--- src/rtl/sv_collector.sv ---
// ---------------------------------------------------------------------------
// sv_collector
//   Buffers the support vectors produced by an SVM trainer, then streams them
//   to a classifier. Each trainer beat carries one sample: {alpha, x, y}.
//   Beats are stored in arrival order with alpha clamped to C_VAL. The last
//   beat of a run carries in_done. When that beat arrives, the stored entries
//   are replayed in index order over a valid/ready read port.
//
//   Optional feature (compile-time macro SV_ZERO_FILTER_EN):
//     defined   - beats with alpha == 0 are accepted but not stored
//     undefined - every accepted beat is stored
//
// Parameters
//   DEPTH  number of buffer entries (at most 63, limited by sv_count width)
//   DW     width of alpha and x
//   C_VAL  upper bound applied to stored alpha
//
// Ports
//   clk, resetn          clock, synchronous active-low reset
//   in_valid/in_ready    trainer beat handshake
//   in_alpha, in_x, in_y sample payload (alpha unsigned, x/y two's complement)
//   in_done              last trainer beat, qualified by in_valid
//   out_valid/out_ready  classifier read handshake
//   out_alpha/x/y        stored entry being presented
//   out_last             presented entry is the final stored one
//   sv_count             number of stored entries
//   overflow             sticky: a storable beat was dropped because the
//                        buffer was full
//   busy                 collecting or draining
// ---------------------------------------------------------------------------
module sv_collector #(
    parameter int unsigned DEPTH = 50,
    parameter int unsigned DW    = 9,
    parameter int unsigned C_VAL = 20
) (
    input  logic          clk,
    input  logic          resetn,
    input  logic          in_valid,
    input  logic [DW-1:0] in_alpha,
    input  logic [DW-1:0] in_x,
    input  logic [1:0]    in_y,
    input  logic          in_done,
    output logic          in_ready,
    output logic          out_valid,
    input  logic          out_ready,
    output logic [DW-1:0] out_alpha,
    output logic [DW-1:0] out_x,
    output logic [1:0]    out_y,
    output logic          out_last,
    output logic [5:0]    sv_count,
    output logic          overflow,
    output logic          busy
);

    localparam int unsigned CW    = 6;
    localparam int unsigned AW    = (DEPTH > 1) ? $clog2(DEPTH) : 1;
    localparam logic [1:0]  Y_POS = 2'b01;

    typedef struct packed {
        logic [DW-1:0] alpha;
        logic [DW-1:0] x;
        logic [1:0]    y;
    } sv_entry_t;

    typedef enum logic [1:0] {
        IDLE    = 2'd0,
        COLLECT = 2'd1,
        DRAIN   = 2'd2
    } state_t;

    state_t          state;
    state_t          state_next;

    sv_entry_t       mem [DEPTH];
    sv_entry_t       rd_entry;
    logic [AW-1:0]   rd_idx;

    // Control strobes from the next-state logic
    logic            accept;
    logic            clear;
    logic            load;
    logic [AW-1:0]   load_idx;
    logic            finish;

    // Write-side datapath
    logic            qualify;
    logic [CW-1:0]   count_base;
    logic            room;
    logic            wr_en;
    logic [AW-1:0]   wr_idx;
    logic [DW-1:0]   alpha_clamp;

    // Storage qualification
`ifdef SV_ZERO_FILTER_EN
    assign qualify = (in_alpha != '0);
`else
    assign qualify = 1'b1;
`endif

    // A first beat in IDLE starts a fresh run, so count from zero
    assign count_base  = clear ? '0 : sv_count;
    assign room        = (count_base < CW'(DEPTH));
    assign wr_en       = accept & qualify & room;
    assign wr_idx      = AW'(count_base);
    assign alpha_clamp = (in_alpha > DW'(C_VAL)) ? DW'(C_VAL) : in_alpha;
    assign rd_entry    = mem[load_idx];

    // State register plus registered in_ready/busy decoded from next state
    always_ff @(posedge clk) begin
        if (!resetn) begin
            state    <= IDLE;
            in_ready <= 1'b1;
            busy     <= 1'b0;
        end else begin
            state    <= state_next;
            in_ready <= (state_next != DRAIN);
            busy     <= (state_next != IDLE);
        end
    end

    // Next-state and control strobes
    always_comb begin
        state_next = state;
        accept     = 1'b0;
        clear      = 1'b0;
        load       = 1'b0;
        load_idx   = '0;
        finish     = 1'b0;
        case (state)
            IDLE: begin
                if (in_valid) begin
                    accept     = 1'b1;
                    clear      = 1'b1;
                    state_next = in_done ? DRAIN : COLLECT;
                end
            end
            COLLECT: begin
                if (in_valid) begin
                    accept = 1'b1;
                    if (in_done) begin
                        state_next = DRAIN;
                    end
                end
            end
            DRAIN: begin
                if (!out_valid) begin
                    // First drain cycle: prime the read register, or leave
                    // straight away when nothing was stored
                    if (sv_count == '0) begin
                        state_next = IDLE;
                    end else begin
                        load     = 1'b1;
                        load_idx = '0;
                    end
                end else if (out_ready) begin
                    if (out_last) begin
                        finish     = 1'b1;
                        state_next = IDLE;
                    end else begin
                        load     = 1'b1;
                        load_idx = rd_idx + AW'(1);
                    end
                end
            end
            default: begin
                state_next = IDLE;
            end
        endcase
    end

    // Buffer storage; contents are only meaningful below sv_count
    always_ff @(posedge clk) begin
        if (wr_en) begin
            mem[wr_idx] <= '{alpha: alpha_clamp, x: in_x, y: in_y};
        end
    end

    // Count, overflow flag and registered read port
    always_ff @(posedge clk) begin
        if (!resetn) begin
            sv_count  <= '0;
            overflow  <= 1'b0;
            out_valid <= 1'b0;
            out_last  <= 1'b0;
            out_alpha <= '0;
            out_x     <= '0;
            out_y     <= Y_POS;
            rd_idx    <= '0;
        end else begin
            if (accept) begin
                sv_count <= (qualify && room) ? count_base + CW'(1) : count_base;
                if (qualify && !room) begin
                    overflow <= 1'b1;
                end else if (clear) begin
                    overflow <= 1'b0;
                end
            end

            if (load) begin
                out_valid <= 1'b1;
                out_alpha <= rd_entry.alpha;
                out_x     <= rd_entry.x;
                out_y     <= rd_entry.y;
                out_last  <= (CW'(load_idx) == sv_count - CW'(1));
                rd_idx    <= load_idx;
            end else if (finish) begin
                out_valid <= 1'b0;
                out_last  <= 1'b0;
            end
        end
    end

endmodule

--- config.mk ---
export PLATFORM = sky130hd
export DESIGN_NAME = sv_collector
export DESIGN_NICKNAME = d
export VERILOG_FILES = /design/src/rtl/sv_collector.sv
export SDC_FILE = /design/constraint.sdc
export NUM_CORES = 1
export LEC_CHECK = 0
export ABC_CLOCK_PERIOD_IN_PS = 4240
export CELL_PAD_IN_SITES_DETAIL_PLACEMENT = 1
export CELL_PAD_IN_SITES_GLOBAL_PLACEMENT = 2
export CORE_MARGIN = 4
export CORE_UTILIZATION = 30
export CTS_CLUSTER_SIZE = 30
export DETAILED_ROUTE_END_ITERATION = 8
export DONT_BUFFER_PORTS = 1
export GPL_TIMING_DRIVEN = 1
export PLACE_DENSITY_LB_ADDON = 0.1
export SETUP_SLACK_MARGIN = 0.1
export SLEW_MARGIN = 0
export SYNTH_ARGS = -nofsm -noshare
export SYNTH_HDL_FRONTEND = slang
export SYNTH_SLANG_ARGS = --single-unit
--- constraint.sdc ---
create_clock -name clk -period 4.24 [get_ports clk]
set_clock_uncertainty 0.1 [all_clocks]
set_input_delay 0.848 -clock clk [delete_from_list [all_inputs] [get_ports clk]]
set_output_delay 0.848 -clock clk [all_outputs]
set_load 0.02 [all_outputs]
**Cells by drive strength**

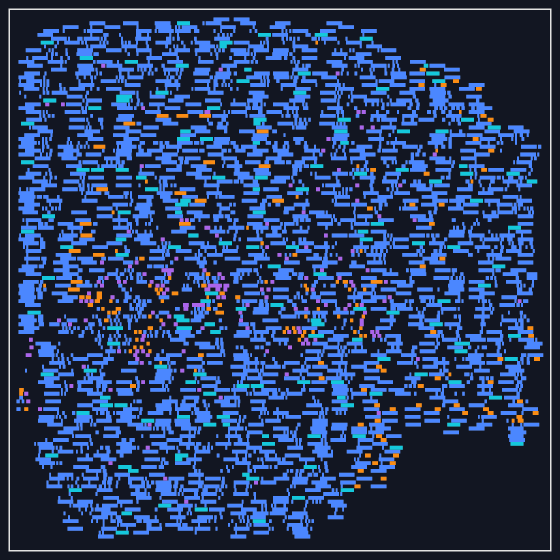
- cyan: _6 and larger (cells 156; share 4.7%)
- orange: _2 cells (cells 161; share 4.9%)
- purple: _3 and _4 cells (cells 155; share 4.7%)
- blue: _0 and _1 cells (cells 2814; share 86%)
Repair and plain buffers: 160
layout-stage area growth over the synthesis result: 17.79%
final instance area: 49070 um^2
worst-case setup margin in the final layout: 0.4312 ns

**Clock network drawn from the DEF**

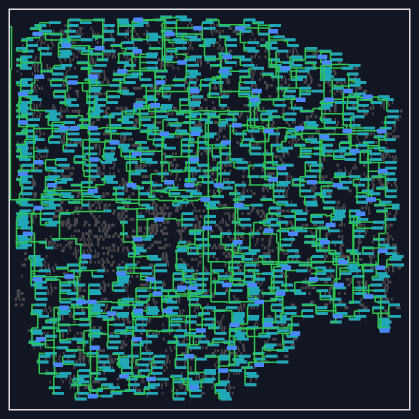
- green: clock wires (length 14800 um)
- blue: clock drivers (count 118)
- cyan: flip-flops (count 1039)
- routed clock nets: 119
- flops lie: widely spread
power dissipated in the clock network: 9.78 mW
insertion delay to the later sink of the worst-skew pair: 0.74 ns
part of the power in the clock network: 45.5%

==> impl_metrics.py <==
# Synthesis and PnR figures
metrics = {
    "yosys": {
        "yosys_most_used_dff": "sky130_fd_sc_hd__edfxtp_1",
        "netlist_top_cells_count": "1000 x sky130_fd_sc_hd__edfxtp_1, 457 x sky130_fd_sc_hd__nand2_1, 200 x sky130_fd_sc_hd__nand3_1, 143 x sky130_fd_sc_hd__nor2_1, 108 x sky130_fd_sc_hd__a21oi_1",
        "topCellsByArea": "sky130_fd_sc_hd__edfxtp_1 72%, sky130_fd_sc_hd__nand2_1 4.1%, sky130_fd_sc_hd__nand3_1 2.4%, sky130_fd_sc_hd__mux2i_1 2.0%, sky130_fd_sc_hd__dfxtp_1 1.9%",
        "synthAdderAreaFrac_pct": 0.1201,
        "synth.ff_latch_count": 1039,
        "postSynthAreaPerCell_um2": 14.34,
        "synth_top_area_share_pct": 72.08,
        "yosys.stat.seqShare_pct": 73.95,
        "edf_count": 1000,
        "aoi_share_pct": 8.223,
        "synth.distinct_cells": 74,
        "ys_cells": 2906,
        "simple_gate_area_share_pct": 10.43,
        "synthMostInstantiatedCell": "sky130_fd_sc_hd__edfxtp_1",
        "warnings_synthesis": 0,
        "syn-instance-count": 2906,
        "synth.mux.area_fraction_pct": 4.589,
        "yosysTopAreaCell": "sky130_fd_sc_hd__edfxtp_1",
        "xor_area_share_pct": 0.3784,
    },
    "place": {
        "post_place_worst_slack_ns": 0.2363,
        "gp_routability_congestion": 0.7999,
        "place_hpwl_um": 90850,
        "port_buffers": 0,
        "cell_count_post_placement": 4862,
    },
    "critical_path": {
        "worstPathCellList": "ha_4, buf_12, buf_12, mux2_2, o22ai_1, a211oi_1, nor4_1, buf_4, nor4_1, a32o_1",
        "critPathTopFamily": "simple AND/OR/NAND/NOR gates",
        "critical_path.max_stage_delay_ns": 1.04,
        "critPathCapture": "out_alpha[1]",
        "cp.buffers_inverters": 3,
        "critical_path.reg2reg.endpoint": "out_alpha[1]",
        "ff2ff_setup_slack_ns": 0.43,
        "cp_num_cells": 10,
        "cp_data_arrival_time_ns": 4.35,
        "cp_max_fo": 50,
        "critPathCaptureType": "register",
    },
    "die": {
        "fp.dieArea_um2": 144900,
        "die_w_um": 380.6,
        "design.core.area_um2": 137700,
        "io_pins": 56,
        "die-height_um": 380.6,
        "taps": 1794,
        "floorplan.initialDensity_pct": 30.26,
    },
    "route": {
        "initialDrtViolationCount": 2136,
        "met1_length_um": 67000,
        "number_of_iterations_in_the_first_detailed_routing_pass": 5,
        "highest-signal-layer": "met5",
        "vias_per_cell": 5.159,
        "met3_wirelength_um": 9911,
        "drt_drc_violations_left": 0,
        "dr_wl_met2_um": 65930,
    },
    "cts": {
        "clock_sinks": 1039,
        "ctsHoldBuffers": 0,
        "number_of_buffers_added_by_the_clock_tree_synthesis_step": 118,
        "cts-root-to-sink-buffers": 3,
        "cts_resized": 0,
        "cts_root_buffer": "sky130_fd_sc_hd__clkbuf_16",
        "cts_post_setup_buffers_inserted": 0,
        "clkSlewWorstSetupHoldPaths_ns": 0.06,
    },
    "global_route": {
        "grtUsageMet1_pct": 28.10,
        "grtUsageMet2_pct": 31.06,
        "vias_in_the_first_global_route": 27122,
        "grt_start_max_net_pins": 102,
        "grt.overflow.total": 0,
        "grt_antenna_before_repair": 10,
    },
    "final_layout": {
        "sh_seq_area_pct": 62.79,
        "num-clock-buffers": 171,
        "multi_input_comb_cells": 1852,
        "seq_cells": 1039,
        "most_common_logic_cells_in_the_final_layout": "1000 x sky130_fd_sc_hd__edfxtp_1, 454 x sky130_fd_sc_hd__nand2_1, 200 x sky130_fd_sc_hd__conb_1",
        "fillCellCount": 14264,
        "finalCoreUtilization_pct": 35.65,
        "fin_cells": 5084,
        "layout.cells.most_common": "sky130_fd_sc_hd__edfxtp_1",
        "largest_class": "sequential cells",
        "area.combinational_um2": 10870,
        "logic_gate_fraction_of_the_total_cell_area_pct": 22.14,
        "non_clock_buffer_area_share_pct": 2.881,
        "layout-drive-gt1-share_pct": 14.36,
    },
    "worst_hold_path": {
        "holdCritStartpoint": "in_x[4]",
        "holdPathStages": 0,
        "hold_path.class": "in2reg",
    },
    "power": {
        "p_switching_mw": 4.557,
        "switching_share_pct": 21.20,
        "power_report.internal_total_mw": 16.94,
        "powerDensity_nw_per_um2": 438.0,
        "combPwrFrac_pct": 1.6,
    },
    "timing": {
        "period_used_pct": 89.83,
        "timing.fmax_mhz": 262.6,
        "hold-worst-slack_ns": 0.09668,
        "slew_viol_final": 0,
        "rsz0062_at_grt": "false",
    },
    "run": {
        "maxCapViolations": 0,
        "warnings": 31,
    },
    "outcome": {
        "status": "complete, no violations",
    },
}
**Signal wires on met3**

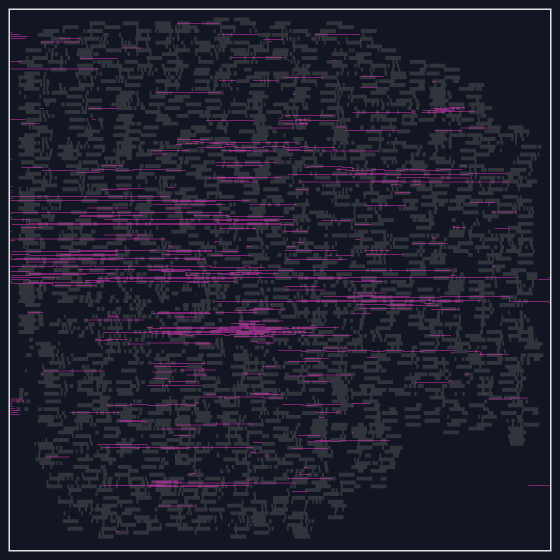
- share of all routed wire: 6.7%
- nets with wire on the layer: 198
- longest straight run: 286 um
- main direction: horizontal
- wire length on this layer: 9910 um
Total Routed Length: 147400 um
via count: 26.23k
global-route met3 utilization: 4.992%

**Congestion heat map**

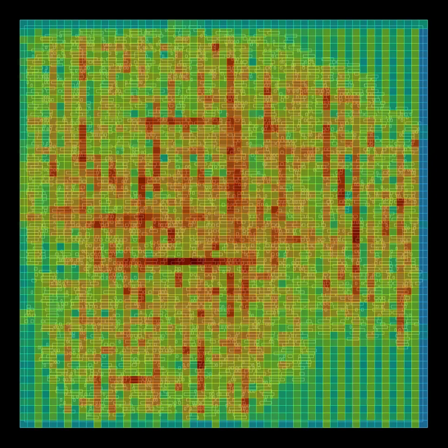
global routing's busiest layer: met2
GR Util All Layers: 20.09%
routed length per instance: 28.98 um

power groups by stage:
| stage | Combinational, mW | Sequential [mW] | Clock, mW |
|---|---|---|---|
| 5_1_grt | 0.377 | 11.4 | 10.5 |
| 4_1_cts | 0.340 | 11.4 | 10.1 |
| 2_1_floorplan | 0.182 | 11.5 | 0 |
| 3_5_place_dp | 0.339 | 11.6 | 0 |
| 3_3_place_gp | 0.339 | 11.6 | 0 |
| 6_report | 0.347 | 11.4 | 9.78 |
registers in the layout (all words and copies together), names as in the netlist:
signal     cells
overflow       1
in_ready       1
state          2
out_x          9
out_last       1
out_alpha      9
mem         1000
rd_idx         6
out_y          2
busy           1
out_valid      1
sv_count       6
Power figures rest on the tool's default switching activity, not on a simulated workload.
